**src/rtl/alu_result_fifo.sv**
```systemverilog
// First-word-fall-through FIFO for ALU results with op tag and flags.
// Add/sub entries also update sticky overflow/carry bits and an overflow counter.
module alu_result_fifo #(
  parameter int unsigned DEPTH = 4
) (
  input  logic                     clk,
  input  logic                     rst,
  input  logic                     in_valid,
  output logic                     in_ready,
  input  logic [2:0]               in_op,
  input  logic [31:0]              in_result,
  input  logic [3:0]               in_flags,
  output logic                     out_valid,
  input  logic                     out_ready,
  output logic [2:0]               out_op,
  output logic [31:0]              out_result,
  output logic [3:0]               out_flags,
  output logic [$clog2(DEPTH):0]   count,
  output logic                     sticky_v,
  output logic                     sticky_c,
  input  logic                     clr_sticky,
  output logic [7:0]               ovf_cnt
);

  localparam int unsigned AW = $clog2(DEPTH);
  localparam logic [AW:0] FullCount = (AW + 1)'(DEPTH);
  localparam int unsigned EntryW = 3 + 32 + 4;

  logic [EntryW-1:0] mem_q [DEPTH];
  logic [AW-1:0]     wr_ptr_q, wr_ptr_d;
  logic [AW-1:0]     rd_ptr_q, rd_ptr_d;
  logic [AW:0]       count_q, count_d;
  logic              sticky_v_q, sticky_v_d;
  logic              sticky_c_q, sticky_c_d;
  logic [7:0]        ovf_cnt_q, ovf_cnt_d;

  logic push, pop, arith_push;

  // Ready comes from registered count only, so a full FIFO never accepts on a pop cycle.
  assign in_ready   = (count_q != FullCount);
  assign out_valid  = (count_q != '0);
  assign push       = in_valid & in_ready;
  assign pop        = out_valid & out_ready;
  assign arith_push = push & (in_op[2:1] == 2'b11);

  assign {out_op, out_result, out_flags} = mem_q[rd_ptr_q];
  assign count    = count_q;
  assign sticky_v = sticky_v_q;
  assign sticky_c = sticky_c_q;
  assign ovf_cnt  = ovf_cnt_q;

  always_comb begin
    wr_ptr_d   = wr_ptr_q;
    rd_ptr_d   = rd_ptr_q;
    count_d    = count_q;
    sticky_v_d = sticky_v_q;
    sticky_c_d = sticky_c_q;
    ovf_cnt_d  = ovf_cnt_q;

    if (push) wr_ptr_d = wr_ptr_q + AW'(1);
    if (pop)  rd_ptr_d = rd_ptr_q + AW'(1);

    unique case ({push, pop})
      2'b10:   count_d = count_q + (AW + 1)'(1);
      2'b01:   count_d = count_q - (AW + 1)'(1);
      default: count_d = count_q;
    endcase

    // Clear first so a same-cycle set takes priority.
    if (clr_sticky) begin
      sticky_v_d = 1'b0;
      sticky_c_d = 1'b0;
    end
    if (arith_push && in_flags[0]) sticky_v_d = 1'b1;
    if (arith_push && in_flags[3]) sticky_c_d = 1'b1;

    if (arith_push && in_flags[0] && (ovf_cnt_q != 8'hff)) ovf_cnt_d = ovf_cnt_q + 8'd1;
  end

  always_ff @(posedge clk) begin
    if (rst) begin
      wr_ptr_q   <= '0;
      rd_ptr_q   <= '0;
      count_q    <= '0;
      sticky_v_q <= 1'b0;
      sticky_c_q <= 1'b0;
      ovf_cnt_q  <= '0;
    end else begin
      wr_ptr_q   <= wr_ptr_d;
      rd_ptr_q   <= rd_ptr_d;
      count_q    <= count_d;
      sticky_v_q <= sticky_v_d;
      sticky_c_q <= sticky_c_d;
      ovf_cnt_q  <= ovf_cnt_d;
    end
  end

  // Storage is deliberately left out of reset.
  always_ff @(posedge clk) begin
    if (push && !rst) mem_q[wr_ptr_q] <= {in_op, in_result, in_flags};
  end

endmodule

```
**config.mk**
```make
export PLATFORM = sky130hd
export DESIGN_NAME = alu_result_fifo
export DESIGN_NICKNAME = d
export VERILOG_FILES = /design/src/rtl/alu_result_fifo.sv
export SDC_FILE = /design/constraint.sdc
export NUM_CORES = 1
export LEC_CHECK = 0
export CAP_MARGIN = 20
export CORE_UTILIZATION = 33
export DETAILED_ROUTE_END_ITERATION = 6
export GPL_TIMING_DRIVEN = 0
export PLACE_DENSITY_LB_ADDON = 0.3
export SYNTH_ARGS = -nofsm -noshare
export SYNTH_HDL_FRONTEND = slang
export SYNTH_SLANG_ARGS = --single-unit
```
**constraint.sdc**
```tcl
create_clock -name clk -period 2.2 [get_ports clk]
set_clock_uncertainty 0.1 [all_clocks]
set_input_delay 0.44 -clock clk [delete_from_list [all_inputs] [get_ports clk]]
set_output_delay 0.44 -clock clk [all_outputs]
set_load 0.02 [all_outputs]
```
**Run 1: pin placement**

Pins as bars across the die edge, other pins in gray.
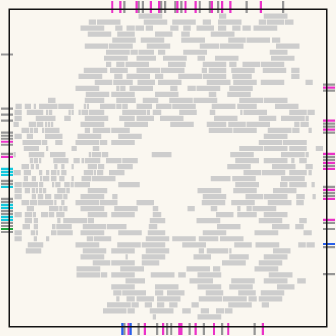
| color | port | pins | direction | edge |
|---|---|---|---|---|
| green | `sticky_v` | 1 | output | left |
| cyan | `ovf_cnt` | 8 | output | left |
| magenta | `in_result` | 32 | input | 12 top, 9 right, 9 bottom, 2 left |
| blue | `out_op` | 3 | output | 2 bottom, 1 right |
all pins by edge: 29 left, 25 right, 24 top, 20 bottom
Die Height: 143 um
Die X-Extent: 143 um
# port buffers: 96

**Run 1: clock routing**

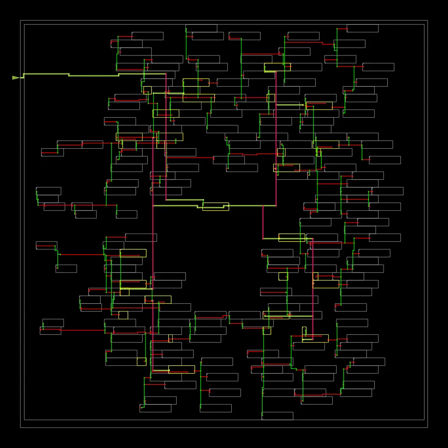
clock buffers created by TritonCTS: 17
CTS Sinks: 175
Clock Latency Late Sink: 0.42 ns
total number of sequential cells: 175

==> datasheet_impl.txt, run 1 <==
Characteristics after synthesis and place and route

Parameter                              Value

Run status
  Result of the run .................. complete, but fails checks
  Violated checks .................. setup timing

Global route
  Via count of the first global-routing pass .................. 3689
  Remaining Overflow, GRT .................. 0

Routing
  DRT Pass-1 Iters .................. 4
  DR iter-0 viols .................. 211
  Number of routed nets with antenna violations .................. 0
  WL per Instance .................. 17.6 um

Cells and area
  Cell Count, Final, Fillers Out .................. 723
  Most common library cell in the layout ignoring fill and taps .................. edfxtp_1
  Number of combinational gates with multiple inputs .................. 117
  Most frequent logic cells in the routed design .................. edfxtp_1 (156), clkdlybuf4s50_1 (55), mux4_2 (39), buf_6 (34), clkbuf_16 (17)
  Antenna diodes .................. 0
  Sequential share of cell area .................. 57.9%
  Area growth from synthesis to final layout .................. 33.9%
  Leading cell kind .................. sequential cells
  Count of clock-net buffers in the final layout .................. 19
  Fraction of layout cells with a size suffix above 1 .................. 33.6%

Timing
  Final setup slack of the worst path .................. -0.134 ns
  Setup repair after global routing missed its margin .................. yes
  WHS .................. 0.341 ns
  Fmax achieved .................. 0.428 GHz
  Number of setup violations in the final report .................. 30

Floorplan
  I/O pin count .................. 98
  Standard cell core area .................. 19500 um^2
  Standard-cell row count .................. 51
  Die ar. .................. 20400 um^2

Place
  Placed standard-cell area .................. 7940 um^2

Yosys
  Area fraction in full adders, half adders and majority gates .................. 1.45%
  Commonest flop .................. edfxtp_1
  Post-synthesis instance total .................. 311
  Yosys stat cell total .................. 311
  Post-Syn Area per Cell .................. 21.1 um^2
  Area contributors post-synth .................. edfxtp_1 (72%), mux4_2 (13%), dfxtp_1 (5.8%)
  Xor-xnor portion of the synthesized cell area .................. 0.669%

Worst setup path
  Nature of the critical path endpoint .................. primary output
  Worst path buffer plus inverter count .................. 3
  Req. time, crit path .................. 1.66 ns

Clock tree
  Clock edge transition at the registers on the reported setup and hold paths .................. 0.06 ns
  Clock Tree Buf Depth .................. 2
  Clock tree from TritonCTS .................. done

Power and ir drop
  Highest-power group .................. sequential cells
  Power attributed to the clock group .................. 2.79 mW

Job
  Number of logged tool warnings .................. 31
**Run 1: routed metal, one color a layer**

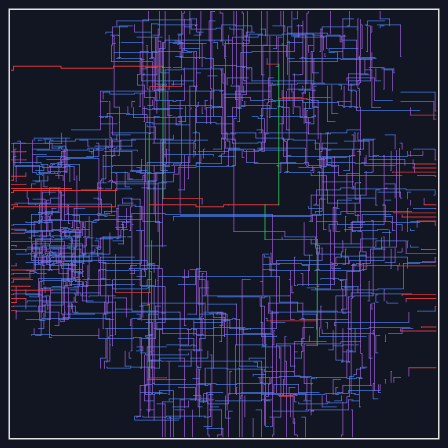
| color | layer | wire length |
|---|---|---|
| purple | met2 | 6350 um |
| red | met3 | 570 um |
| blue | met1 | 5610 um |
| green | met4 | 216 um |

**Run 1: register map, names as in the netlist**

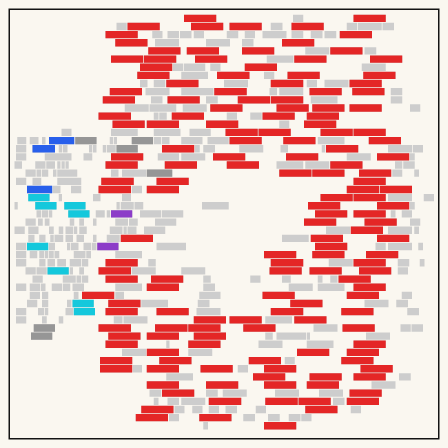
| color | netlist name | placed flops |
|---|---|---|
| red | `mem_q` | 156 |
| blue | `count` | 3 |
| cyan | `ovf_cnt` | 8 |
| purple | `wr_ptr_q` | 2 |
not colored: 6
Power Sequential: 3.97 mW
area occupied by registers: 5080 um^2
share of the core filled with cells: 45.1%

## run 1: final timing paths
check | slack [ns] | endpoint | from | cells after the start
min reg2reg | 0.40 | sticky_v$_SDFFE_PP0P_ | sticky_v$_SDFFE_PP0P_ | 2
max | -0.13 | out_op[1] | flop | 4
max reg2reg | 0.12 | count[2]$_SDFFE_PP0P_ | count[1]$_SDFFE_PP0P_ | 9
min | 0.34 | count[2]$_SDFFE_PP0P_ | rst | 2
## run 1: synth_stat cells (all sizes together) (5+ instances only)
master    n
a21oi    11
buf       7
dfxtp    19
edfxtp  156
ha        6
inv       8
mux4     39
nand2     5
nand3     6
nor2     10
or3       7
## run 1: per-layer routing
metal	GRT usage, %	up-vias	wire, um
met1	17.0	1786	5610
met3	3.82	17	570
met2	22.7	77	6350
met5	0	-	0
met4	5.94	0	215
li1	-	1542	-
==> inputs of run 2 (changes only) <==
--- a/config.mk
+++ b/config.mk
@@ -7,6 +7,7 @@
 export LEC_CHECK = 0
 export CAP_MARGIN = 20
 export CORE_UTILIZATION = 33
+export CTS_BUF_LIST = sky130_fd_sc_hd__clkbuf_16
 export DETAILED_ROUTE_END_ITERATION = 6
 export GPL_TIMING_DRIVEN = 0
 export PLACE_DENSITY_LB_ADDON = 0.3
**Run 2: pin placement**

Pins as bars across the die edge, other pins in gray.
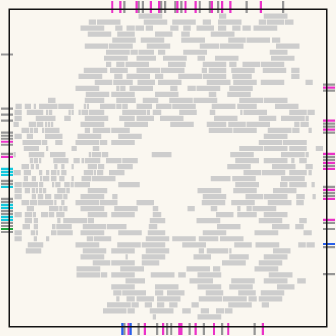
| color | port | pins | direction | edge |
|---|---|---|---|---|
| green | `sticky_v` | 1 | output | left |
| blue | `out_op` | 3 | output | 2 bottom, 1 right |
| magenta | `in_result` | 32 | input | 12 top, 9 right, 9 bottom, 2 left |
| cyan | `ovf_cnt` | 8 | output | left |
all pins by edge: 29 left, 25 right, 24 top, 20 bottom

**Run 2: register map, names as in the netlist**

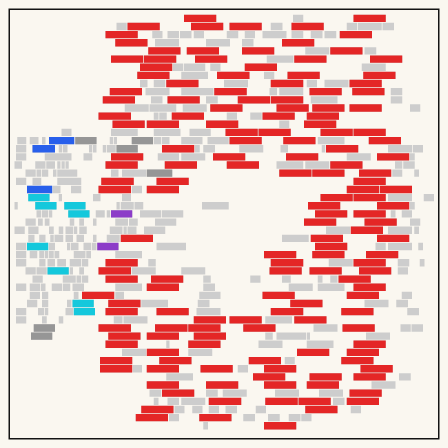
| color | netlist name | placed flops |
|---|---|---|
| purple | `wr_ptr_q` | 2 |
| red | `mem_q` | 156 |
| cyan | `ovf_cnt` | 8 |
| blue | `count` | 3 |
sequential share of cell area: 57.9%

==> datasheet_impl.txt, run 2 <==
Characteristics after synthesis and place and route

Parameter                              Value

Power and ir drop
  Part of the total power dissipated in the clock network .................. 28.8%
  Highest-power group .................. sequential cells
  Power attributed to the clock group .................. 2.78 mW (about the same)
  Power Sequential .................. 3.97 mW (about the same)
  Net switching power of the design .................. 2.64 mW
  Final total power .................. 9.64 mW

Cells and area
  Area occupied by registers .................. 5080 um^2 (unchanged)
  Antenna diodes .................. 0 (unchanged)
  Count of clock-net buffers in the final layout .................. 17 (-2)
  Fraction of layout cells with a size suffix above 1 .................. 33.6% (unchanged)
  Most common library cell in the layout ignoring fill and taps .................. edfxtp_1
  Number of combinational gates with multiple inputs .................. 117 (unchanged)
  Total number of sequential cells .................. 175 (unchanged)
  Leading cell kind .................. sequential cells
  Most frequent logic cells in the routed design .................. edfxtp_1 (156), clkdlybuf4s50_1 (55), mux4_2 (39), buf_6 (34), clkbuf_16 (17)
  Share of the core filled with cells .................. 45.1% (unchanged)

Yosys
  Post-synthesis instance total .................. 311 (unchanged)
  Area contributors post-synth .................. edfxtp_1 (72%), mux4_2 (13%), dfxtp_1 (5.8%)
  Area fraction in full adders, half adders and majority gates .................. 1.45% (unchanged)
  Xor-xnor portion of the synthesized cell area .................. 0.669% (unchanged)
  Count leader, synth .................. edfxtp_1
  Yosys stat cell total .................. 311 (unchanged)
  Post-Syn Area per Cell .................. 21.1 um^2 (unchanged)
  Top cells by instance count after synthesis .................. edfxtp_1 (156), mux4_2 (39), dfxtp_1 (19), a21oi_1 (11), nor2_1 (10)

Global route
  Remaining Overflow, GRT .................. 0 (unchanged)
  Number of antenna violations at the first check in global routing .................. 0
  Met3 usage in global routing .................. 3.82% (unchanged)
  GR Layer Usage met2 .................. 22.7% (unchanged)
  Top Usage Layer GRT .................. met2
  Global-route track usage on met1 .................. 17.0% (unchanged)
  Via count of the first global-routing pass .................. 3689 (unchanged)

Timing
  Number of setup violations in the final report .................. 30 (unchanged)
  Final setup slack of the worst path .................. -0.134 ns (+0.0000770 ns)
  Setup repair after global routing missed its margin .................. yes
  Fmax achieved .................. 0.428 GHz (about the same)
  WHS .................. 0.341 ns (-0.00000900 ns)

Routing
  Number of routed nets with antenna violations .................. 0 (unchanged)
  Uppermost signal routing layer after detailed routing .................. met4
  Met2 routed WL .................. 6350 um (unchanged)
  Routed metal-1 wire length .................. 5620 um (about the same)
  DR iter-0 viols .................. 211 (unchanged)
  WL per Instance .................. 17.6 um (about the same)
  Met3 wire length .................. 570 um (unchanged)
  DRT Pass-1 Iters .................. 4 (unchanged)

Run status
  Result of the run .................. complete, but fails checks
  Violated checks .................. setup timing

Worst setup path
  Worst setup endpoint .................. out_op[1]
  Critical register-to-register path endpoint .................. count[2]$_SDFFE_PP0P_
  CP Cell Sequence .................. buf_12 > buf_12 > mux4_2 > buf_6
  Register-to-register path setup slack .................. 0.12 ns (about the same)
  Depth of the worst register-to-register path .................. 9 (unchanged)
  R2R Path Start .................. count[1]$_SDFFE_PP0P_

Place
  # port buffers .................. 96 (unchanged)

Floorplan
  I/O pin count .................. 98 (unchanged)
  Standard-cell row count .................. 51 (unchanged)
  Die X-Extent .................. 143 um (unchanged)
  Die ar. .................. 20400 um^2 (unchanged)
  Die Height .................. 143 um (unchanged)

Worst hold path
  Worst Hold Depth .................. 2 (unchanged)
  Startpoint of the lowest-slack hold path .................. rst
  Capture endpoint of the worst hold path .................. count[2]$_SDFFE_PP0P_

Clock tree
  Clock buffers created by TritonCTS .................. 17 (unchanged)
  Clock edge transition at the registers on the reported setup and hold paths .................. 0.07 ns (about the same)
  Clock Latency Late Sink .................. 0.42 ns (about the same)
  CTS Sinks .................. 175 (unchanged)

Job
  Number of logged tool warnings .................. 31 (unchanged)
**Run 2: selected gate families**

Scale bar: 50 um.
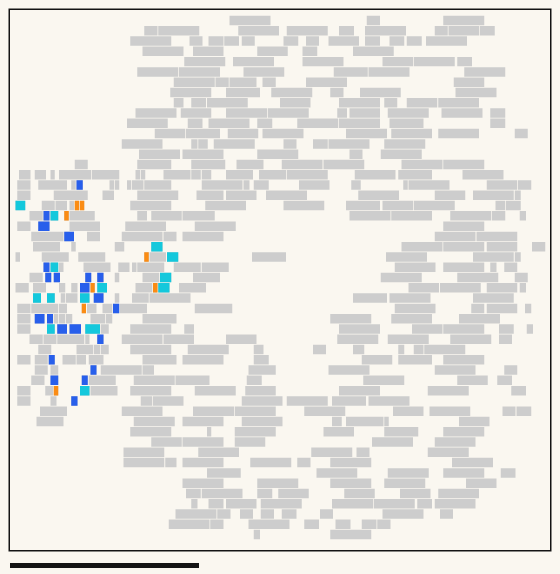
| color | family | cells | most used | where |
|---|---|---|---|---|
| blue | inverting AOI/OAI gates | 22 | a21oi_1 | left middle |
| cyan | AND and OR gates | 14 | and2_4 | left middle |
| orange | inverters | 8 | inv_1 | left middle |

-- run 2: cell counts after synthesis --
No cell type changed its count.
-- run 2: through the flow --
step                area, um^2  cells  setup TNS, ns
finish                    8770    723          -2.37
floorplan                 6570    311              0
detailed placement        7940    676         -65.78
CTS                       8630    721          -3.53
global placement          7860    672        -111.24
global route              8770    723          -4.57
-- run 2: logic make-up (layout without fill, tap and decap cells) --
family,Yosys count,count (layout)
mux,39,39
xor+xnor,5,5
flops,175,175
compound gates,23,23
fa+ha+maj,7,7
simple gates,43,43
buf+inv,19,166
-- run 2: critical path, delay by kind of cell (launching register included) --
family	cells	cell delay, ns
DFF	1	0.40
buffers and inverters	3	0.43
muxes	1	0.54
-- run 2: timing repair --
action,CTS,global route
resized,221,39
endpoints found under the setup margin,129,127
buffers inserted,11,2
gates cloned,2,0
pin swaps,2,1
**Run 2: clock routing**

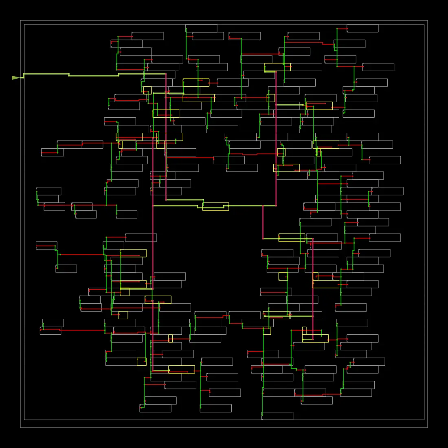

==> inputs of run 3 (changes only) <==
--- a/config.mk
+++ b/config.mk
@@ -6,11 +6,12 @@
 export NUM_CORES = 1
 export LEC_CHECK = 0
 export CAP_MARGIN = 20
-export CORE_UTILIZATION = 33
+export CORE_UTILIZATION = 48
 export CTS_BUF_LIST = sky130_fd_sc_hd__clkbuf_16
 export DETAILED_ROUTE_END_ITERATION = 6
 export GPL_TIMING_DRIVEN = 0
 export PLACE_DENSITY_LB_ADDON = 0.3
+export SLEW_MARGIN = 20
 export SYNTH_ARGS = -nofsm -noshare
 export SYNTH_HDL_FRONTEND = slang
 export SYNTH_SLANG_ARGS = --single-unit
**Run 3: clock routing**

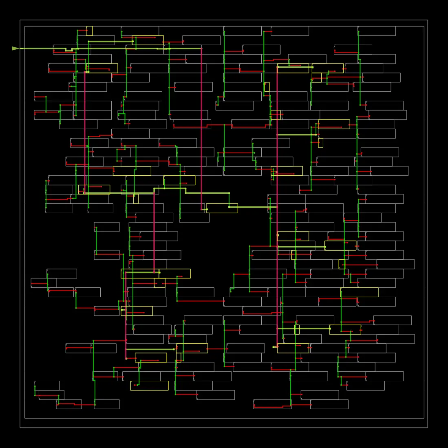
count of clock-net buffers in the final layout: 17
power attributed to the clock group: 3.03 mW

**Run 3: selected gate families**

Scale bar: 20 um.
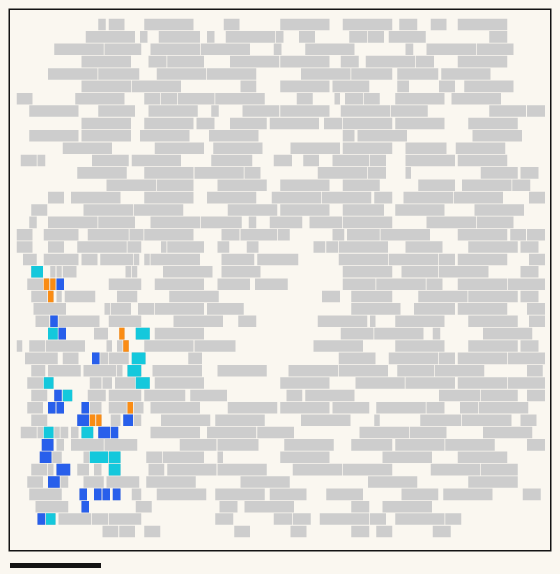
| color | family | cells | most used |
|---|---|---|---|
| blue | inverting AOI/OAI gates | 22 | a21oi_1 |
| orange | inverters | 8 | inv_1 |
| cyan | AND and OR gates | 14 | and2_4 |
most common library cell in the layout ignoring fill and taps: edfxtp_1
Cell Count, Final, Fillers Out: 630
proportion of cell area occupied by multi-input gates: 16.6%

**Run 3: pin placement**

Pins as bars across the die edge, other pins in gray.
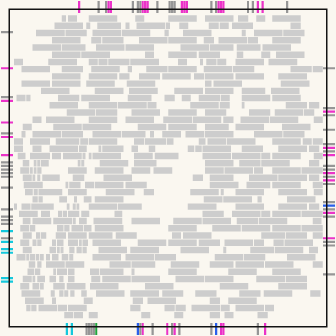
| color | port | pins | direction | edge |
|---|---|---|---|---|
| cyan | `ovf_cnt` | 8 | output | 6 left, 2 bottom |
| blue | `out_op` | 3 | output | 2 bottom, 1 right |
| green | `sticky_v` | 1 | output | bottom |
| magenta | `in_result` | 32 | input | 14 top, 7 right, 6 bottom, 5 left |
all pins by edge: 28 top, 25 left, 24 right, 21 bottom
Die X-Extent: 119 um
Die Height: 119 um

==> datasheet_impl.txt, run 3 <==
Characteristics after synthesis and place and route

Parameter                              Value

Run status
  Result of the run .................. complete, but fails checks
  Violated checks .................. setup timing

Power and ir drop
  Final total power .................. 9.87 mW (+2.4%)
  Part of the total power dissipated in the clock network .................. 30.7% (+1.9 points)
  Power Sequential .................. 3.96 mW (about the same)
  Net switching power of the design .................. 2.55 mW (-3.6%)

Floorplan
  Die ar. .................. 14100 um^2 (-31%)
  Standard-cell row count .................. 42 (-18%)
  I/O pin count .................. 98 (unchanged)

Global route
  Top Usage Layer GRT .................. met2
  Number of antenna violations at the first check in global routing .................. 0 (unchanged)
  Via count of the first global-routing pass .................. 3424 (-7.2%)
  Met3 usage in global routing .................. 4.78% (+0.96 points)
  Remaining Overflow, GRT .................. 0 (unchanged)

Yosys
  Xor-xnor portion of the synthesized cell area .................. 0.669% (unchanged)
  Post-synthesis instance total .................. 311 (unchanged)
  Yosys stat cell total .................. 311 (unchanged)
  Count leader, synth .................. edfxtp_1

Worst hold path
  Worst Hold Depth .................. 2 (unchanged)
  Startpoint of the lowest-slack hold path .................. rst
  Capture endpoint of the worst hold path .................. ovf_cnt[7]$_SDFFE_PP0P_

Worst setup path
  Worst path buffer plus inverter count .................. 3 (unchanged)
  Register-to-register path setup slack .................. 0.09 ns (-0.03 ns)
  Critical register-to-register path endpoint .................. count[2]$_SDFFE_PP0P_
  Critical path depth .................. 4 (unchanged)
  R2R Path Start .................. count[1]$_SDFFE_PP0P_
  Depth of the worst register-to-register path .................. 9 (unchanged)
  CP Cell Sequence .................. buf_12 > clkbuf_16 > mux4_2 > buf_6

Cells and area
  Most frequent logic cells in the routed design .................. edfxtp_1 (156), clkdlybuf4s50_1 (55), mux4_2 (39), buf_6 (37), clkbuf_16 (19)
  Antenna diodes .................. 0 (unchanged)
  Area occupied by registers .................. 5070 um^2 (about the same)
  Post-route design area .................. 8650 um^2 (-1.4%)
  Share of the core filled with cells .................. 65.0% (+20 points)

Clock tree
  Clock buffers created by TritonCTS .................. 17 (unchanged)
  Clock edge transition at the registers on the reported setup and hold paths .................. 0.06 ns (about the same)
  CTS Sinks .................. 175 (unchanged)
  # Post-CTS Setup Buffers .................. 6 (-5)
  Clock Latency Late Sink .................. 0.42 ns (about the same)
  Number of gates given a new drive strength after cts .................. 196 (-11%)

Routing
  Routed metal-1 wire length .................. 4850 um (-14%)
  Number of routed nets with antenna violations .................. 0 (unchanged)
  WL per Instance .................. 18.4 um (+4.2%)
  Uppermost signal routing layer after detailed routing .................. met4
  Met2 routed WL .................. 5950 um (-6.3%)
  DRT Pass-1 Iters .................. 4 (unchanged)

Timing
  Fmax achieved .................. 0.436 GHz (+1.9%)
  WHS .................. 0.322 ns (-0.0198 ns)
  Setup repair after global routing missed its margin .................. yes
  Number of setup violations in the final report .................. 38 (+27%)
  Final setup slack of the worst path .................. -0.0911 ns (+0.0429 ns)
  Final TNS setup .................. -2.26 ns (+0.113 ns)

Job
  Number of logged tool warnings .................. 31 (unchanged)

Place
  Placed standard-cell area .................. 7750 um^2 (-2.4%)
  # port buffers .................. 96 (unchanged)
-- run 3: cell counts after synthesis --
No cell type changed its count.
-- run 3: cell families (layout without fill, tap and decap cells) --
| group | count (synthesis) | after routing |
|---|---|---|
| adders and majority gates | 7 | 7 |
| and+or+nand+nor | 43 | 43 |
| DFF | 175 | 175 |
| buffers and inverters | 19 | 162 |
| xor gates and xnor gates | 5 | 5 |
| AOI/OAI and AO/OA | 23 | 23 |
| muxes | 39 | 39 |
-- run 3: final cells by class --
| class | count | area share [%] |
|---|---|---|
| sequential | 175 | 58.7 |
| inverter | 8 | 0.347 |
| clock buffer | 17 | 4.92 |
| tap | 176 | 2.55 |
| multi-input combinational | 117 | 16.6 |
| clock inverter | 15 | 2.04 |
| buffer | 11 | 1.51 |
| timing repair buffer | 111 | 13.4 |
No activity file was given, so power comes from the tool's default toggle rates.
